$ cat config.mk
export PLATFORM = sky130hd
export DESIGN_NAME = pipe_skid_reg
export DESIGN_NICKNAME = d
export VERILOG_FILES = /design/src/rtl/core101_pipe_pkg.sv /design/src/rtl/sat_counter.sv /design/src/rtl/pipe_skid_reg.sv
export SDC_FILE = /design/constraint.sdc
export NUM_CORES = 1
export LEC_CHECK = 0
export CORE_MARGIN = 1
export CORE_UTILIZATION = 48
export CTS_CLUSTER_SIZE = 20
export DETAILED_ROUTE_END_ITERATION = 8
export HOLD_SLACK_MARGIN = 0.15
export PLACE_DENSITY = 0.92
export SLEW_MARGIN = 5
export SYNTH_ARGS = -nofsm -noshare
export SYNTH_HDL_FRONTEND = slang
export SYNTH_SLANG_ARGS = --single-unit
$ cat constraint.sdc
create_clock -name clock_in -period 2.37 [get_ports clock_in]
set_input_delay 0.3555 -clock clock_in [delete_from_list [all_inputs] [get_ports clock_in]]
set_output_delay 0.3555 -clock clock_in [all_outputs]
set_load 0.005 [all_outputs]
$ cat src/rtl/core101_pipe_pkg.sv
// Shared types for the Core101 elastic pipeline stages: stage state encoding
// and occupancy constants.
package core101_pipe_pkg;

  typedef enum logic [1:0] {
    EMPTY = 2'b00,
    BUSY  = 2'b01,
    FULL  = 2'b10
  } state_e;

  localparam logic [1:0] OCC_EMPTY = 2'd0;
  localparam logic [1:0] OCC_BUSY  = 2'd1;
  localparam logic [1:0] OCC_FULL  = 2'd2;

  function automatic logic [1:0] occupancy_of(input state_e s);
    case (s)
      BUSY:    return OCC_BUSY;
      FULL:    return OCC_FULL;
      default: return OCC_EMPTY;
    endcase
  endfunction

endpackage

$ cat src/rtl/sat_counter.sv
// Saturating up-counter: increments on each edge with inc_in high and sticks
// at all-ones. Cleared only by the asynchronous reset.
module sat_counter #(
  parameter int WIDTH = 16
) (
  input  logic             clock_in,
  input  logic             reset_in,
  input  logic             inc_in,
  output logic [WIDTH-1:0] count_out
);

  always_ff @(posedge clock_in or posedge reset_in) begin
    if (reset_in) begin
      count_out <= '0;
    end else if (inc_in && (count_out != '1)) begin
      count_out <= count_out + 1'b1;
    end
  end

endmodule

$ cat src/rtl/pipe_skid_reg.sv
// Elastic pipeline register with a one-entry skid buffer and synchronous flush.
// Define PIPE_SKID_STALL_CNT_EN to build the saturating downstream-stall counter.
module pipe_skid_reg
  import core101_pipe_pkg::*;
#(
  parameter int DATA_WIDTH      = 32,
  parameter int STALL_CNT_WIDTH = 16
) (
  input  logic                       clock_in,
  input  logic                       reset_in,
  input  logic                       flush_in,
  input  logic                       up_valid_in,
  input  logic [DATA_WIDTH-1:0]      up_data_in,
  output logic                       up_ready_out,
  output logic                       dn_valid_out,
  output logic [DATA_WIDTH-1:0]      dn_data_out,
  input  logic                       dn_ready_in,
  output logic [1:0]                 occupancy_out,
  output logic [STALL_CNT_WIDTH-1:0] stall_count_out
);

  state_e                state_q, state_d;
  logic [DATA_WIDTH-1:0] main_q, skid_q;
  logic                  up_xfer, dn_xfer;
  logic                  load_main_up, load_main_skid, load_skid;

  // Handshake outputs decode only the state register, so ready never sees dn_ready_in.
  assign up_ready_out  = (state_q != FULL);
  assign dn_valid_out  = (state_q != EMPTY);
  assign dn_data_out   = main_q;
  assign occupancy_out = occupancy_of(state_q);

  assign up_xfer = up_valid_in & up_ready_out;
  assign dn_xfer = dn_valid_out & dn_ready_in;

  always_comb begin
    // NOTE: every output of this block gets a default first; a path that leaves one unassigned infers a latch.
    state_d        = state_q;
    load_main_up   = 1'b0;
    load_main_skid = 1'b0;
    load_skid      = 1'b0;
    case (state_q)
      EMPTY: begin
        if (up_xfer) begin
          load_main_up = 1'b1;
          state_d      = BUSY;
        end
      end
      BUSY: begin
        if (up_xfer && dn_xfer) begin
          load_main_up = 1'b1;
        end else if (up_xfer) begin
          load_skid = 1'b1;
          state_d   = FULL;
        end else if (dn_xfer) begin
          state_d = EMPTY;
        end
      end
      FULL: begin
        if (dn_xfer) begin
          load_main_skid = 1'b1;
          state_d        = BUSY;
        end
      end
      default: state_d = EMPTY;
    endcase
    // Flush wins: drop the incoming beat and leave the data registers untouched.
    if (flush_in) begin
      state_d        = EMPTY;
      load_main_up   = 1'b0;
      load_main_skid = 1'b0;
      load_skid      = 1'b0;
    end
  end

  always_ff @(posedge clock_in or posedge reset_in) begin
    // NOTE: sequential state uses non-blocking (<=) so every register samples pre-edge values.
    if (reset_in) state_q <= EMPTY;
    else          state_q <= state_d;
  end

  always_ff @(posedge clock_in or posedge reset_in) begin
    // NOTE: payload registers are reset on purpose: dn_data_out must read 0 while reset is high.
    if (reset_in) begin
      main_q <= '0;
      skid_q <= '0;
    end else begin
      if (load_main_up)        main_q <= up_data_in;
      else if (load_main_skid) main_q <= skid_q;
      if (load_skid)           skid_q <= up_data_in;
    end
  end

`ifdef PIPE_SKID_STALL_CNT_EN
  sat_counter #(
    .WIDTH (STALL_CNT_WIDTH)
  ) u_stall_cnt (
    .clock_in  (clock_in),
    .reset_in  (reset_in),
    .inc_in    (dn_valid_out & ~dn_ready_in),
    .count_out (stall_count_out)
  );
`else
  assign stall_count_out = '0;
`endif

endmodule

gates.png
(4 px per um)
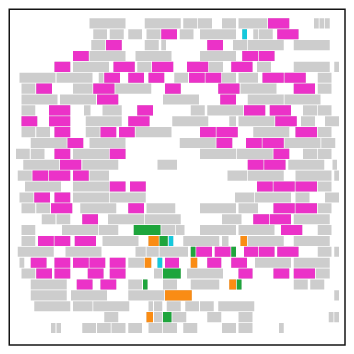
| family | color | cells | most used |
|---|---|---|---|
| nor cells | green | 8 | nor2_1 |
| mux cells | magenta | 94 | mux2_2 |
| aoi and oai cells | orange | 7 | a21oi_1 |
| inv cells | cyan | 3 | inv_1 |
Top cell excl fill/tap: clkdlybuf4s50_1
Non-Filler Instances: 370
logic share of the area: 33.8%

layers.png
(4 px per um) Only two layers are drawn.
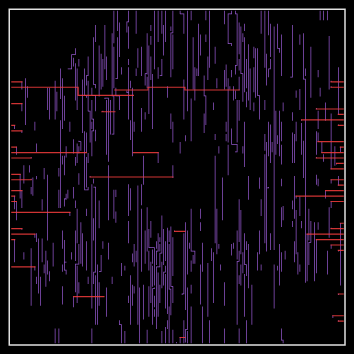
| layer | color | wire length |
|---|---|---|
| M2 | purple | 2880 um |
| M3 | red | 280 um |

==> impl_metrics.json <==
{
  "yosysWarningCount": 0,
  "yosys-top-cells-area": "dfrtp_1 52%, mux2_2 20%, mux2_4 16%",
  "hold_viol": 0,
  "cts.path.max_buffers": 2,
  "clock_skew_ns": 0.00397,
  "grt_usage_pct": 18.2,
  "vias_per_cell": 5.05,
  "crit_slowest_cell": "clkdlybuf4s50_1",
  "grt_pass1_wl_um": 9850,
  "common_cells": "66 x dfrtp_1, 56 x mux2_2, 34 x mux2_4",
  "grt_pass1_vias": 2013,
  "cts_resized": 0,
  "vias": 1867,
  "synth.distinct_cells": 23,
  "wl_per_cell_um": 15.4,
  "r2r_end": "dn_data_out[17]",
  "crit_type": "reg2out",
  "drtAntennaViolNets": 0,
  "core_util_floorplan_pct": 50.0,
  "synth_area_sq_um": 3190,
  "path_cells": "nand2b_1, inv_1, clkdlybuf4s50_1",
  "tritoncts": "yes",
  "cp.arrival_ns": 1.64,
  "hp-class": "in2async",
  "antenna_found_initial": 0,
  "grt_setup_unrepaired": "false",
  "status": "complete, no violations"
}
route_heat.png
(3 px per um) The die is cut into 17 by 17 equal tiles; dark purple is low, yellow is high, scaled to the fullest tile. Values are wire area over tile area, all layers added.
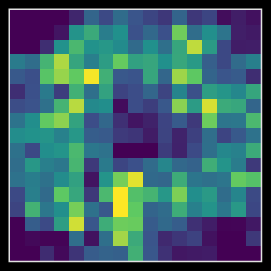
nearly empty tiles: 8.7%
mean over tiles: 0.13
tiles over half the peak: 29%
fullest tile: 0.35

worst max-delay path: cells and delay by family (launching register included):
kind	cells	cell delay, ns
buf+inv	2	0.62
flops	1	0.51
simple gates	1	0.18
worst max-delay path by stage:
| stage | from | to | slack, ns | cells after the start |
|---|---|---|---|---|
| after floorplan | reset_in | dn_data_out[0] | 0.36 | 1 |
| after global placement | up_valid_in | dn_data_out[15] | 0.23 | 6 |
| after detailed placement | up_valid_in | dn_data_out[15] | 0.17 | 6 |
| after CTS | state_q[1] | occupancy_out[1] | 0.39 | 3 |
| after global routing | state_q[1] | occupancy_out[1] | 0.30 | 3 |
| final | state_q[1] | occupancy_out[1] | 0.38 | 3 |
per-layer routing:
| metal | routed length, um | up-vias | part of all wire, % |
|---|---|---|---|
| met4 | 92 | 0 | 1.6 |
| met5 | 0 | - | 0 |
| met3 | 279 | 9 | 4.9 |
| li1 | - | 861 | - |
| met2 | 2880 | 51 | 50 |
| met1 | 2460 | 946 | 43 |
flip-flops by register name, indices dropped and copies added (netlist names):
name,count
dn_data_out,32
skid_q,32
state_q,2
power by group:
part | switching [uW] | internal [uW] | leakage, uW
sequential | 197 | 1490 | 0.000806
combinational | 320 | 898 | 0.00102
clock | 407 | 426 | 0.0000920
total | 925 | 2820 | 0.00192
cells by family after synthesis:
logic type,Yosys count
AOI/OAI and AO/OA,7
buffers and inverters,29
DFF,66
muxes,94
other,1
and+or+nand+nor,15
layout by cell type, fill, tap and decap left out:
master            n
o21ai_0           1
clkbuf_1          1
nand2b_2          1
and3_1            1
mux2_2           56
nor2_2            1
mux2i_1           4
buf_12            4
o21bai_4          1
buf_4             1
nor2_1            4
nor2b_1           1
nand2b_1          2
a21oi_1           4
conb_1           16
mux2_4           34
inv_1             2
dfrtp_1          66
nor3b_2           1
clkbuf_8         11
nand2_4           1
clkinv_2          3
nor3b_4           1
clkdlybuf4s50_1  72
nand2_1           1
o31ai_1           1
or2_2             1
inv_2             1
final cells by class:
type	count	area, sq um	area share [%]
inverter	3	11.3	0.272
multi-input combinational	132	1400	33.8
sequential	66	1650	39.9
timing repair buffer	77	808	19.5
clock buffer	12	155	3.75
clock inverter	3	15.0	0.363
tap	77	96.3	2.33
metrics by stage:
stage	instances	utilization, %	hold WS, ns	power (uW)	cell area [sq um]
3_3_place_gp	355	62.1	0.481	2880	3970
5_1_grt	370	64.8	0.430	3970	4140
3_5_place_dp	355	62.1	0.491	2940	3970
4_1_cts	370	64.8	0.416	3780	4140
2_1_floorplan	227	-	0.422	2340	3250
6_report	370	64.8	0.414	3740	4140
Power is estimated from default activity; no workload was simulated.
